Figure 1. Met1 routing.
The bar under the picture is 50 um long.
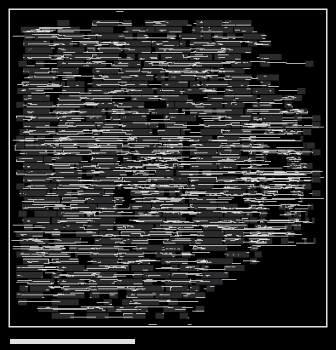
Figure 2. Met2 routing.
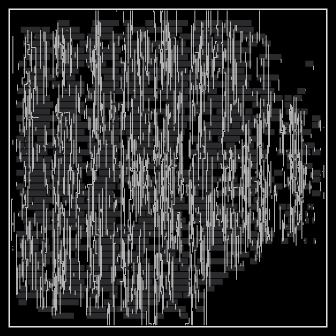
Figure 3. Metal 3.
The bar under the picture is 50 um long.
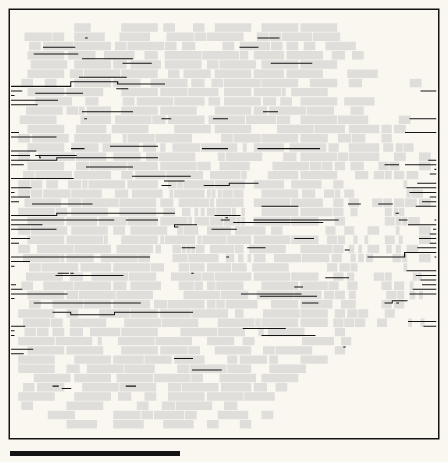
==> config.mk <==
export PLATFORM = sky130hd
export DESIGN_NAME = reg_wb_queue_flat
export DESIGN_NICKNAME = d
export VERILOG_FILES = /design/src/rtl/reg_wb_queue_pkg.sv /design/src/rtl/reg_wb_queue_if.sv /design/src/rtl/reg_wb_queue_fifo.sv /design/src/rtl/reg_wb_queue.sv /design/src/flat_wrapper.sv
export SDC_FILE = /design/constraint.sdc
export NUM_CORES = 1
export LEC_CHECK = 0
export CAP_MARGIN = 0
export CORE_MARGIN = 2
export CORE_UTILIZATION = 55
export CTS_CLUSTER_DIAMETER = 30
export DETAILED_ROUTE_END_ITERATION = 10
export GPL_TIMING_DRIVEN = 0
export PLACE_DENSITY = 0.88
export SYNTH_ARGS = -nofsm -noshare
export SYNTH_HDL_FRONTEND = slang
export SYNTH_SLANG_ARGS = --single-unit
export TNS_END_PERCENT = 30
==> constraint.sdc <==
create_clock -name Clk -period 9.3 [get_ports Clk]
set_input_delay 0.93 -clock Clk [delete_from_list [all_inputs] [get_ports Clk]]
set_output_delay 0.93 -clock Clk [all_outputs]
set_load 0.005 [all_outputs]
==> src/rtl/reg_wb_queue_pkg.sv <==
// Shared types and constants for the register write-back queue.
// The request struct is sized by DEFAULT_AW / DEFAULT_DW; the queue's AW/DW
// parameters default to the same values and are expected to match them.
package reg_wb_pkg;

    localparam int DEFAULT_AW = 5;
    localparam int DEFAULT_DW = 32;

    localparam logic [DEFAULT_AW-1:0] REG_ZERO = '0;

    // 'reg' is a keyword, so the register index field is called regIdx
    typedef struct packed {
        logic [DEFAULT_AW-1:0] regIdx;
        logic [DEFAULT_DW-1:0] data;
    } wb_req_t;

endpackage

==> src/rtl/reg_wb_queue_if.sv <==
// Write-request handshake into the write-back queue (valid/ready + payload).
interface reg_wb_queue_if
    import reg_wb_pkg::*;
#(
    parameter int AW = DEFAULT_AW,
    parameter int DW = DEFAULT_DW
);
    logic          InValid;
    logic          InReady;
    logic [AW-1:0] InReg;
    logic [DW-1:0] InData;

    modport master (output InValid, output InReg, output InData, input InReady);
    modport slave  (input InValid, input InReg, input InData, output InReady);
endinterface

==> src/rtl/reg_wb_queue_fifo.sv <==
// wb_fifo: synchronous FIFO of write requests with wrap-bit pointers.
// Also presents every entry in age order (index 0 = head/oldest) so the
// parent can run hazard compares. The per-entry data view exists only when
// WB_BYPASS_EN is defined, since only forwarding needs it.
module wb_fifo
    import reg_wb_pkg::*;
#(
    parameter  int DEPTH = 4,
    localparam int IW    = $clog2(DEPTH),
    localparam int CW    = IW + 1
) (
    input  logic                                i_clk,
    input  logic                                i_rst_n,
    input  logic                                i_flush,
    input  logic                                i_push,
    input  wb_req_t                             i_pushReq,
    input  logic                                i_pop,
    output wb_req_t                             o_headReq,
    output logic [CW-1:0]                       o_count,
    output logic                                o_empty,
    output logic                                o_full,
    output logic [DEPTH-1:0]                    o_entryValid,
    output logic [DEPTH-1:0][DEFAULT_AW-1:0]    o_entryReg
`ifdef WB_BYPASS_EN
    ,
    output logic [DEPTH-1:0][DEFAULT_DW-1:0]    o_entryData
`endif
);

    wb_req_t       r_mem [DEPTH];
    logic [CW-1:0] r_wrPtr;
    logic [CW-1:0] r_rdPtr;
    logic          w_doPush;
    logic          w_doPop;

    assign o_count   = r_wrPtr - r_rdPtr;
    assign o_empty   = (r_wrPtr == r_rdPtr);
    assign o_full    = (r_wrPtr[IW-1:0] == r_rdPtr[IW-1:0]) && (r_wrPtr[IW] != r_rdPtr[IW]);
    assign w_doPush  = i_push && !o_full && !i_flush;
    assign w_doPop   = i_pop && !o_empty && !i_flush;
    assign o_headReq = r_mem[r_rdPtr[IW-1:0]];

    // Pointer update: flush empties the queue, otherwise advance on push/pop
    always_ff @(posedge i_clk or negedge i_rst_n) begin
        if (!i_rst_n) begin
            r_wrPtr <= '0;
            r_rdPtr <= '0;
        end else if (i_flush) begin
            r_wrPtr <= '0;
            r_rdPtr <= '0;
        end else begin
            if (w_doPush) r_wrPtr <= r_wrPtr + CW'(1);
            if (w_doPop)  r_rdPtr <= r_rdPtr + CW'(1);
        end
    end

    // Storage array; validity comes from the pointers so it needs no reset
    always_ff @(posedge i_clk) begin
        if (w_doPush) r_mem[r_wrPtr[IW-1:0]] <= i_pushReq;
    end

    // Age-ordered view of the occupied entries for the hazard compare
    always_comb begin
        o_entryValid = '0;
        o_entryReg   = '0;
`ifdef WB_BYPASS_EN
        o_entryData  = '0;
`endif
        for (int k = 0; k < DEPTH; k++) begin
            o_entryValid[k] = (CW'(k) < o_count);
            o_entryReg[k]   = r_mem[r_rdPtr[IW-1:0] + IW'(k)].regIdx;
`ifdef WB_BYPASS_EN
            o_entryData[k]  = r_mem[r_rdPtr[IW-1:0] + IW'(k)].data;
`endif
        end
    end

endmodule

==> src/rtl/reg_wb_queue.sv <==
// reg_wb_queue: buffers register write requests and drains one per cycle
// onto the bank write port; flags pending writes to the decode read
// addresses. Define WB_BYPASS_EN to also forward the newest pending data.
module reg_wb_queue
    import reg_wb_pkg::*;
#(
    parameter  int DEPTH = 4,
    parameter  int AW    = DEFAULT_AW,
    parameter  int DW    = DEFAULT_DW,
    localparam int CW    = $clog2(DEPTH) + 1
) (
    input  logic               Clk,
    input  logic               Rst_n,
    reg_wb_queue_if.slave      inIf,
    input  logic               Hold,
    input  logic               Flush,
    output logic               RegEn,
    output logic [AW-1:0]      WriteReg,
    output logic [DW-1:0]      WriteData,
    input  logic [AW-1:0]      ChkReg1,
    input  logic [AW-1:0]      ChkReg2,
    output logic               Hazard1,
    output logic               Hazard2,
    output logic [CW-1:0]      Count
`ifdef WB_BYPASS_EN
    ,
    output logic [DW-1:0]      FwdData1,
    output logic [DW-1:0]      FwdData2
`endif
);

    logic                   r_regEn;
    logic [AW-1:0]          r_writeReg;
    logic [DW-1:0]          r_writeData;

    wb_req_t                w_pushReq;
    wb_req_t                w_headReq;
    logic                   w_push;
    logic                   w_pop;
    logic                   w_empty;
    logic                   w_full;
    logic [DEPTH-1:0]       w_entryValid;
    logic [DEPTH-1:0][AW-1:0] w_entryReg;
`ifdef WB_BYPASS_EN
    logic [DEPTH-1:0][DW-1:0] w_entryData;
`endif

    // r0 writes are acknowledged but never enqueued; flush drops a same-cycle push
    assign inIf.InReady     = !w_full;
    assign w_push           = inIf.InValid && !w_full && (inIf.InReg != AW'(REG_ZERO)) && !Flush;
    assign w_pop            = !w_empty && !Hold && !Flush;
    assign w_pushReq.regIdx = inIf.InReg;
    assign w_pushReq.data   = inIf.InData;

    wb_fifo #(.DEPTH(DEPTH)) u_fifo (
        .i_clk        (Clk),
        .i_rst_n      (Rst_n),
        .i_flush      (Flush),
        .i_push       (w_push),
        .i_pushReq    (w_pushReq),
        .i_pop        (w_pop),
        .o_headReq    (w_headReq),
        .o_count      (Count),
        .o_empty      (w_empty),
        .o_full       (w_full),
        .o_entryValid (w_entryValid),
        .o_entryReg   (w_entryReg)
`ifdef WB_BYPASS_EN
        ,
        .o_entryData  (w_entryData)
`endif
    );

    // Output stage: registered bank write port, loaded from the FIFO head
    always_ff @(posedge Clk or negedge Rst_n) begin
        if (!Rst_n) begin
            r_regEn     <= 1'b0;
            r_writeReg  <= '0;
            r_writeData <= '0;
        end else if (w_pop) begin
            r_regEn     <= 1'b1;
            r_writeReg  <= w_headReq.regIdx;
            r_writeData <= w_headReq.data;
        end else begin
            r_regEn     <= 1'b0;
        end
    end

    assign RegEn     = r_regEn;
    assign WriteReg  = r_writeReg;
    assign WriteData = r_writeData;

    // True when any queued entry or the live output stage targets chk
    function automatic logic pendingHit(input logic [AW-1:0] chk);
        logic hit;
        hit = r_regEn && (r_writeReg == chk);
        for (int k = 0; k < DEPTH; k++) begin
            if (w_entryValid[k] && (w_entryReg[k] == chk)) hit = 1'b1;
        end
        return hit && (chk != AW'(REG_ZERO));
    endfunction

    assign Hazard1 = pendingHit(ChkReg1);
    assign Hazard2 = pendingHit(ChkReg2);

`ifdef WB_BYPASS_EN
    // Newest pending data for chk: youngest FIFO entry wins, output stage last
    function automatic logic [DW-1:0] newestData(input logic [AW-1:0] chk);
        logic [DW-1:0] d;
        d = '0;
        if (r_regEn && (r_writeReg == chk)) d = r_writeData;
        for (int k = 0; k < DEPTH; k++) begin
            if (w_entryValid[k] && (w_entryReg[k] == chk)) d = w_entryData[k];
        end
        return d;
    endfunction

    assign FwdData1 = Hazard1 ? newestData(ChkReg1) : '0;
    assign FwdData2 = Hazard2 ? newestData(ChkReg2) : '0;
`endif

endmodule

==> src/flat_wrapper.sv <==
// flat-port wrapper written by rule: the top's interface ports become plain ports
module reg_wb_queue_flat import reg_wb_pkg::*;
#(
    parameter  int DEPTH = 4,
    parameter  int AW    = DEFAULT_AW,
    parameter  int DW    = DEFAULT_DW,
    localparam int CW    = $clog2(DEPTH) + 1
)
  (Clk, Rst_n, Hold, Flush, RegEn, WriteReg, WriteData, ChkReg1, ChkReg2, Hazard1, Hazard2, Count, inIf_InValid, inIf_InReg, inIf_InData, inIf_InReady);
  reg_wb_queue_if #(.AW(AW), .DW(DW)) inIf_i ();
  input  logic Clk;
  input  logic Rst_n;
  input  logic Hold;
  input  logic Flush;
  output logic RegEn;
  output logic [AW-1:0] WriteReg;
  output logic [DW-1:0] WriteData;
  input  logic [AW-1:0] ChkReg1;
  input  logic [AW-1:0] ChkReg2;
  output logic Hazard1;
  output logic Hazard2;
  output logic [CW-1:0] Count;
  input wire logic [$bits(inIf_i.InValid)-1:0] inIf_InValid;
  input wire logic [$bits(inIf_i.InReg)-1:0] inIf_InReg;
  input wire logic [$bits(inIf_i.InData)-1:0] inIf_InData;
  output wire logic [$bits(inIf_i.InReady)-1:0] inIf_InReady;
  assign inIf_i.InValid = inIf_InValid;
  assign inIf_i.InReg = inIf_InReg;
  assign inIf_i.InData = inIf_InData;
  assign inIf_InReady = inIf_i.InReady;
  reg_wb_queue #(.DEPTH(DEPTH), .AW(AW), .DW(DW)) u_core (.Clk(Clk), .Rst_n(Rst_n), .inIf(inIf_i), .Hold(Hold), .Flush(Flush), .RegEn(RegEn), .WriteReg(WriteReg), .WriteData(WriteData), .ChkReg1(ChkReg1), .ChkReg2(ChkReg2), .Hazard1(Hazard1), .Hazard2(Hazard2), .Count(Count));
endmodule
==> out/summary.json <==
{
  "routing": {
    "post_drt_via_cell_ratio": 6.11,
    "number_of_design_rule_violations_left_after_detail_routing": 0,
    "ant_nets": 0
  },
  "synthesis": {
    "synth.yosys.seq_area_share_pct": 67.5,
    "yosys-stat-area_mm2": 0.00822,
    "synth_top_cell_by_area": "sky130_fd_sc_hd__edfxtp_1",
    "syn-num-nets": 487,
    "yosysWarningCount": 0,
    "cells_after_synth": 427,
    "postSynth.topFlopCell": "sky130_fd_sc_hd__edfxtp_1",
    "synth-edff-count": 148
  },
  "layout": {
    "share_of_post_route_cells_with_drive_strength_above_1_pct": 23.5,
    "antenna_cells_inserted": 0,
    "finish.net_count": 596
  },
  "clock_tree": {
    "max-clock-path-buffers": 2,
    "htreeDepth": 4,
    "cts_num_sinks": 192,
    "cts_setup_buffers": 0,
    "clk_pin_slew_ps": 60,
    "cts-root-buf": "sky130_fd_sc_hd__clkbuf_16",
    "holdBufCountCts": 0,
    "cts_tree": "done"
  },
  "hold_path": {
    "hp-class": "input pin to async pin"
  },
  "timing": {
    "setup_viol": 0,
    "rsz0062_at_grt": "false",
    "final_critical_period_ps": 4280,
    "worst_slack_ps": 5020
  },
  "worst_setup_path": {
    "worst-endpoint-required_ps": 8370,
    "critical_path.reg2reg.endpoint": "u_core.u_fifo.r_mem[2][1]",
    "reg2reg_depth": 10,
    "worst_path_dominant_cell_family": "buffers and inverters",
    "r2r_slack_ps": 5280,
    "critical-path-slowest-cell": "sky130_fd_sc_hd__mux4_2",
    "critical_path_peak_fanout": 10,
    "worst_reg2reg_startpoint": "u_core.u_fifo.r_rdPtr[1]"
  },
  "power_and_ir_drop": {
    "cellLeakagePower_nw": 3.41,
    "total_power_draw_mw": 2.50,
    "power_density_mw_per_mm2": 250,
    "power.share.clock_pct": 28.8,
    "sequentialPowerShare_pct": 44.3,
    "power.internal_mw": 1.87
  },
  "floorplanning": {
    "core_util_floorplan_pct": 56.3,
    "die-height_um": 126,
    "die.size.x_um": 126
  },
  "grt": {
    "first_global_vias": 4770,
    "globalRouteOverflowTotal": 0,
    "antenna_found_initial": 0
  },
  "place": {
    "hpwl_after_detailed_placement_mm": 11.1
  },
  "status": {
    "status": "completed"
  }
}
-- Figure 1 (at the start) --
- share of all routed wire: 40%
- longest straight run: 31.1 um
- nets with wire on the layer: 519
- wire length on this layer: 6,780 um
- main direction: horizontal
count of vias placed by the detailed router: 4,477
final WL: 16.9 mm

-- Figure 2 (at the start) --
- share of all routed wire: 51%
- wire length on this layer: 8,590 um
- nets with wire on the layer: 559
- main direction: vertical
- longest straight run: 62.0 um
met2 track demand over resource: 37.6%

-- Figure 3 (at the start) --
- longest straight run: 40.7 um
- nets with wire on the layer: 102
- wire length on this layer: 1,110 um

layout make-up:
cell class | count | area (um2)
Buffer | 26 | 135
Clock buffer | 22 | 454
Clock inverter | 10 | 135
Fill cell | 919 | 4600
Inverter | 7 | 26.3
Multi-Input combinational cell | 202 | 2510
Sequential cell | 192 | 5550
Tap cell | 184 | 230
Timing Repair Buffer | 90 | 946
cell usage after synthesis, drive strengths merged (5+ instances only):
| cell type | number |
|---|---|
| mux4 | 52 |
| dfrtp | 44 |
| nor3 | 8 |
| nor2 | 5 |
| buf | 13 |
| nor4 | 5 |
| clkbuf | 13 |
| mux2 | 37 |
| nand4 | 5 |
| edfxtp | 148 |
| xnor2 | 28 |
| xor2 | 24 |
| ha | 7 |
| inv | 7 |
cells in the final DEF, fill, tap and decap left out, drive strengths merged, types with 2 or more instances in the layout:
cell type and n:
nor3 8, inv 8, a21oi 4, nand3b 3
mux4 52, nand4 5, xor2 24, bufinv 3
dfrtp 44, mux2 37, clkbuf 35, ha 7
clkinvlp 2, clkdlybuf4s50 84, xnor2 28, clkinv 4
nand2 4, nor2 5, buf 19, nor4 5
o31ai 3, edfxtp 148, and2 4
power groups by stage:
stage	clock (mW)	sequential [mW]	combinational [mW]
after floorplan	0	1.11	0.364
after global placement	0	1.12	0.646
after detailed placement	0	1.12	0.672
after CTS	0.728	1.11	0.680
after global routing	0.766	1.12	0.722
final	0.719	1.11	0.671
sequential cells by signal, summed over array words and instances, names as in the netlist:
signal	cells
u_core.WriteReg	5
u_core.RegEn	1
u_core.WriteData	32
u_core.u_fifo.r_rdPtr	3
u_core.u_fifo.r_wrPtr	3
u_core.u_fifo.r_mem	148
per-layer routing:
metal,vias up,global-route usage [%],part of all wire (%)
li1,1906,-,-
met1,2357,29.1,40
met2,182,37.6,51
met3,32,5.73,6.6
met4,0,8.08,2.2
met5,-,0,0
per-stage QoR:
stage,cell area [um2],hold slack [ps]
4_1_cts,9990,456
5_1_grt,9990,464
3_3_place_gp,9300,491
6_report,9990,458
3_5_place_dp,9400,493
2_1_floorplan,8220,504
how the worst max path moves through the flow:
stage                                   startpoint                         end  slack (ps)  cells after the start
after floorplan           u_core.u_fifo.r_rdPtr[1]   u_core.u_fifo.r_mem[3][0]        5820                      9
final                     u_core.u_fifo.r_rdPtr[0]                     Hazard2        5020                      8
after global placement    u_core.u_fifo.r_rdPtr[1]   u_core.u_fifo.r_mem[3][6]        4490                      9
after global routing      u_core.u_fifo.r_rdPtr[1]                     Hazard2        4840                      9
after detailed placement  u_core.u_fifo.r_rdPtr[1]  u_core.u_fifo.r_mem[2][20]        5310                     10
after CTS                 u_core.u_fifo.r_rdPtr[1]                inIf_InReady        5020                      7
kinds of logic (layout without fill, tap and decap cells):
family	Yosys count	count (layout)	share of synthesized area (%)
compound gates	13	13	1.08
xor+xnor	53	53	5.82
fa+ha+maj	8	8	1.31
buf+inv	33	155	1.96
flops	192	192	67.5
mux	90	90	19.7
simple gates	38	38	2.62
Power and IR drop assume default switching activity.
